<file path="src/rtl/rf_write_sched.sv">
// Write-port scheduler for the 32x32 register file: an init pass writes INIT_VAL
// to every register, then requesters A and B share the single write port round-robin.
module rf_write_sched #(
  parameter int             NREG     = 32,
  parameter int             AW       = 5,
  parameter int             DW       = 32,
  parameter logic [DW-1:0]  INIT_VAL = '0
) (
  input  logic          clk,
  input  logic          reset,
  input  logic          a_req,
  input  logic [AW-1:0] a_wn,
  input  logic [DW-1:0] a_wd,
  output logic          a_gnt,
  input  logic          b_req,
  input  logic [AW-1:0] b_wn,
  input  logic [DW-1:0] b_wd,
  output logic          b_gnt,
  output logic          rf_w,
  output logic [AW-1:0] rf_wn,
  output logic [DW-1:0] rf_wd,
  output logic          init_busy,
  output logic [7:0]    stall_cnt
);

  // state   | meaning
  // ST_INIT | sweeping idx over every register, writing INIT_VAL; no grants
  // ST_ARB  | round-robin arbitration between A and B for the write port
  typedef enum logic {ST_INIT = 1'b0, ST_ARB = 1'b1} state_t;
  typedef enum logic {RR_A = 1'b0, RR_B = 1'b1} rr_t;

  state_t        state_q, state_d;
  rr_t           rr_last_q, rr_last_d;
  logic [AW-1:0] idx_q, idx_d;
  logic          init_busy_q, init_busy_d;
  logic          rf_w_q, rf_w_d;
  logic [AW-1:0] rf_wn_q, rf_wn_d;
  logic [DW-1:0] rf_wd_q, rf_wd_d;
  logic [7:0]    stall_cnt_q, stall_cnt_d;

  always_comb begin
    state_d     = state_q;
    rr_last_d   = rr_last_q;
    idx_d       = idx_q;
    init_busy_d = init_busy_q;
    rf_w_d      = 1'b0;
    rf_wn_d     = rf_wn_q;
    rf_wd_d     = rf_wd_q;
    stall_cnt_d = stall_cnt_q;
    a_gnt       = 1'b0;
    b_gnt       = 1'b0;

    case (state_q)
      ST_INIT: begin
        rf_w_d  = 1'b1;
        rf_wn_d = idx_q;
        rf_wd_d = INIT_VAL;
        idx_d   = idx_q + 1'b1;
        if (idx_q == AW'(NREG - 1)) begin
          state_d     = ST_ARB;
          init_busy_d = 1'b0;
        end
      end

      ST_ARB: begin
        if (a_req && (!b_req || rr_last_q == RR_B))
          a_gnt = 1'b1;
        else if (b_req)
          b_gnt = 1'b1;

        // A write to register 0 is consumed but never reaches the rf.
        if (a_gnt) begin
          rr_last_d = RR_A;
          if (a_wn != '0) begin
            rf_w_d  = 1'b1;
            rf_wn_d = a_wn;
            rf_wd_d = a_wd;
          end
        end else if (b_gnt) begin
          rr_last_d = RR_B;
          if (b_wn != '0) begin
            rf_w_d  = 1'b1;
            rf_wn_d = b_wn;
            rf_wd_d = b_wd;
          end
        end

        if (((a_req && !a_gnt) || (b_req && !b_gnt)) && stall_cnt_q != 8'hFF)
          stall_cnt_d = stall_cnt_q + 8'd1;
      end

      default: state_d = ST_INIT;
    endcase
  end

  always_ff @(posedge clk) begin
    if (reset) begin
      state_q     <= ST_INIT;
      rr_last_q   <= RR_B;
      idx_q       <= '0;
      init_busy_q <= 1'b1;
      rf_w_q      <= 1'b0;
      rf_wn_q     <= '0;
      rf_wd_q     <= '0;
      stall_cnt_q <= '0;
    end else begin
      state_q     <= state_d;
      rr_last_q   <= rr_last_d;
      idx_q       <= idx_d;
      init_busy_q <= init_busy_d;
      rf_w_q      <= rf_w_d;
      rf_wn_q     <= rf_wn_d;
      rf_wd_q     <= rf_wd_d;
      stall_cnt_q <= stall_cnt_d;
    end
  end

  assign rf_w      = rf_w_q;
  assign rf_wn     = rf_wn_q;
  assign rf_wd     = rf_wd_q;
  assign init_busy = init_busy_q;
  assign stall_cnt = stall_cnt_q;

endmodule

</file>
<file path="config.mk">
export PLATFORM = sky130hd
export DESIGN_NAME = rf_write_sched
export DESIGN_NICKNAME = d
export VERILOG_FILES = /design/src/rtl/rf_write_sched.sv
export SDC_FILE = /design/constraint.sdc
export NUM_CORES = 1
export LEC_CHECK = 0
export ABC_AREA = 0
export CELL_PAD_IN_SITES_DETAIL_PLACEMENT = 1
export CELL_PAD_IN_SITES_GLOBAL_PLACEMENT = 2
export CORE_MARGIN = 1.5
export CORE_UTILIZATION = 21
export CTS_CLUSTER_SIZE = 40
export DETAILED_ROUTE_END_ITERATION = 6
export PLACE_DENSITY = 0.78
export SLEW_MARGIN = 20
export SYNTH_ARGS = -nofsm -noshare
export SYNTH_HDL_FRONTEND = slang
export SYNTH_SLANG_ARGS = --single-unit
</file>
<file path="constraint.sdc">
create_clock -name clk -period 1.9 [get_ports clk]
set_clock_uncertainty 0.2 [all_clocks]
set_input_delay 0.285 -clock clk [delete_from_list [all_inputs] [get_ports clk]]
set_output_delay 0.285 -clock clk [all_outputs]
set_load 0.005 [all_outputs]
</file>
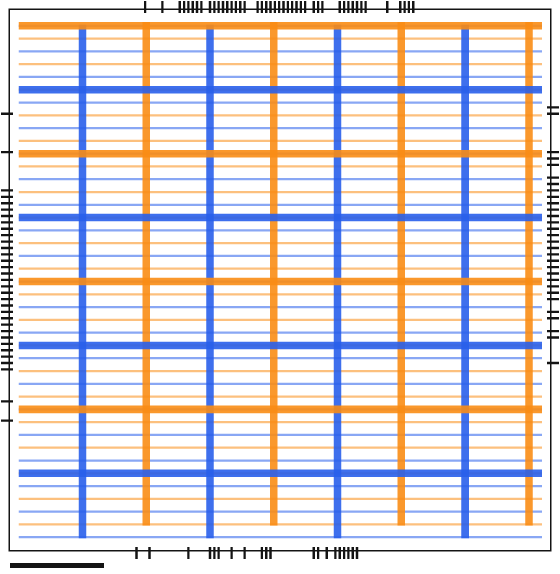
(PDN straps and rails)
Bar = 20 um. Pins as bars on the die edge.
- blue: VSS
- orange: VDD
- met5 straps: 8
- signal pins: 127
- met1 rails: 41
- rows: 40
peak supply drop: 0.000317 V
core area: 12,100 um2
Die W: 115 um
die height: 115 um

==> reports/metrics.csv <==
stage,metric,value,unit
clock_network,ctsLongestPathBuffers,2,
global_route,grt_pass1_vias,2885,
synth,synth-seq-cells,54,
clock_network,clock_latency,290,ps
layout,n_all_inverters,5,
pwr,combPwrFrac,0.117,
synth,synth-adder-area-share,0.0143,
critical_path,critPathKind,input port to flop,
critical_path,path_buffers,2,
global_route,met3_usage,0.0332,
layout,fin_cells,576,
layout,register_area,1080,um2
hold_path,worstHoldStart,a_wn[1],
floorplanning,pin_count,127,
layout,final_common_cell,clkdlybuf4s50_1,
critical_path,crit_slowest_cell,or4_4,
drt,wl_met3,509,um
layout,buffers,164,
synth,ff_type,dfxtp_1,
critical_path,path_max_fanout,21,
layout,layout.nets,488,
critical_path,cp_data_arrival_time,1880,ps
clock_network,clk_pin_slew,70,ps
synth,synth_cell_types,31,
pwr,p_seq_frac,0.484,
sta,relSlewSlack,0.669,
floorplanning,chipArea,13200,um2
clock_network,ctsRootBufferMaster,clkbuf_16,
sta,setup_viol,13,
floorplanning,taps,168,
critical_path,startpoint_type,input port,
critical_path,r2r_start,stall_cnt[0],
global_route,grt_pass1_wl,15.2,mm
sta,hold_viol,0,
layout,area_dominant_class,multi-input combinational cells,
sta,whs,222,ps
hold_path,hold_path.class,input port to flop,
drt,wl,9.77,mm
synth,ys_sh_simple,0.0723,
placed_design,gp_congestion,0.790,
clock_network,cts_max_level,2,
pwr,intPower,1850,uW
global_route,antenna_found_initial,0,
layout,fillers,1350,
flow_run,maxCapViolCount,0,
critical_path,cp.depth,6,
layout,logic_gates,177,
placed_design,placed_cells,565,
critical_path,cp_cell_sequence,buf_6 -> or4_4 -> or3_4 -> buf_6 -> a211oi_2 -> a211oi_4,
synth,synth_top_cell_by_count,a211oi_1,
hold_path,holdPathStages,3,
synth,synthArstFlopShare,0,
synth,synthTopLogicFamily,AND-OR/OR-AND gates,
run_status,violations,negative setup slack,
layout,comb_area_frac,0.350,
drt,drt-pass1-iter-count,4,
global_route,grt_max_degree,55,
synth,syn_nets,348,
critical_path,critPathMostFrequentCell,buf_6,
global_route,grt_use_met2,0.260,
clock_network,cts_buffers,5,
clock_network,ctsResizeCount,50,
critical_path,r2r_cells,5,
global_route,grtUsageMet1,0.179,
synth,yosys_warnings,0,
sta,layout_setup_ws,-12.9,ps
sta,max_freq,523,MHz
layout,area_growth,83.6,%
pwr,power,2380,uW
clock_network,cts_sinks,54,
critical_path,slowest_delay,530,ps
pwr,p_per_area,492,nW/um2
critical_path,critPathRequiredTime,1870,ps
synth,synthAoiAreaFrac,0.399,
critical_path,end_kind,flop,
placed_design,place_hpwl,6.90,mm
drt,first_iter_violations,84,
layout,n_sequential_cell,54,
synth,netlist_area,2630,um2
pwr,leakage,0.00163,uW
synth,syn_inst,267,
drt,wl_met2,4.84,mm
critical_path,critPathTopFamily,simple AND/OR/NAND/NOR gates,
synth,mux_share,0.0114,
sta,tightestPinTransition,483,ps
synth,synth-edff-count,0,
synth,ys_top_cells_by_area,"dfxtp_1 41%, a211oi_1 16%, a211oi_2 9.5%",
drt,avgViaCountPerCell,4.75,
critical_path,rr_endpoint,stall_cnt[5],
pwr,swShare,0.220,
hold_path,min_to,rf_wn[1],
synth,avgSynthCellArea,9.85,um2
drt,top_layer,met4,
critical_path,crit_path_end,rf_wd[15],
drt,drc,0,
sta,min_period,1910,ps
sta,fin_tns_setup,-77.3,ps
synth,synth_seq_share,0.411,
layout,clkCellAreaFrac,0.0314,
layout,logic_area,1690,um2
critical_path,reg2reg_slack,100,ps
layout,drive_above_1_share,0.314,
layout,antenna_cells,0,
clock_network,cts_hold_buffers,0,
run_status,status,"complete, but fails checks",
layout,buffer_area_frac,0.347,
clock_network,cts_setup_buffers,1,
synth,yosys-top-cells-count,"55 x a211oi_1, 54 x dfxtp_1, 32 x a22oi_1, 21 x clkbuf_1, 20 x a211oi_2",
clock_network,tritoncts,done,
drt,ant_nets,0,
layout,final_cell_mix,"117 x clkdlybuf4s50_1, 67 x a211oi_2, 53 x dfxtp_1, 32 x a22oi_1, 27 x buf_4",
sta,drv_slew,0,
placed_design,io_buffers,126,
drt,routedWlPerCell,17.0,um
synth,yosys-stat-area,2630,um2
flow_run,tool_warnings,29,
sta,fin_crit_sh,1.01,
floorplanning,fp-utilization,0.217,
layout,nClkBuffers,7,
pwr,switching_power,523,uW
critical_path,startpoint,a_wn[1],
global_route,grt_usage,0.146,
global_route,busiest_layer,met2,
synth,yosysTopAreaCellShare,0.411,
pwr,clkPwrFrac,0.399,
synth,ys_cells,267,
sta,rsz0062_at_grt,yes,
synth,synth_top_cell_by_area,dfxtp_1,
drt,drt-met1-wl,4.37,mm
drt,vias,2736,
global_route,grt-ovfl-total,0,
placed_design,place_ws,-769,ps
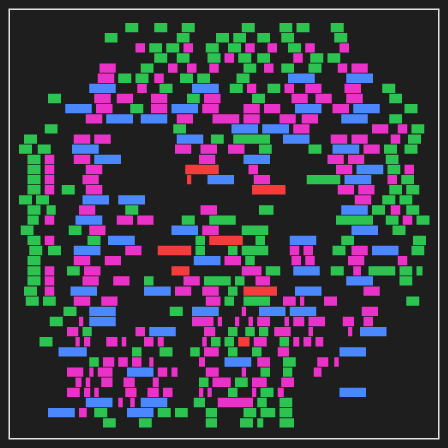
(placed cells, one colour a class)
- blue: registers (cells 54; share of their area 23%)
- red: clock drivers and dummy loads (cells 8; share of their area 3.3%)
- magenta: remaining logic cells (cells 182; share of their area 37%)
- green: remaining buffers and delay cells (cells 164; share of their area 36%)
final design utilization: 0.399
FP Rows: 40
sequential cell area share: 0.224
final instance area: 4830 um2

==> through the flow <==
stage | cell area, um2 | utilization
2_1_floorplan | 2790 | -
3_3_place_gp | 4440 | 0.367
3_5_place_dp | 4440 | 0.367
4_1_cts | 4780 | 0.395
5_1_grt | 4830 | 0.399
6_report | 4830 | 0.399
==> power groups by stage <==
stage	logic, uW	registers [uW]	clock network (uW)
after floorplan	61.0	1170	0
after global placement	272	1180	0
after detailed placement	276	1180	0
after CTS	279	1150	990
after global routing	295	1150	1050
final	277	1150	948
==> registers in the layout, summed over array words and instances, names as in the netlist <==
name and flops:
idx_q 5, stall_cnt 8, state_q 1, rf_wd 32, init_busy 1, rf_wn 5, rf_w 1, rr_last_q 1
Power is estimated from default activity; no workload was simulated.
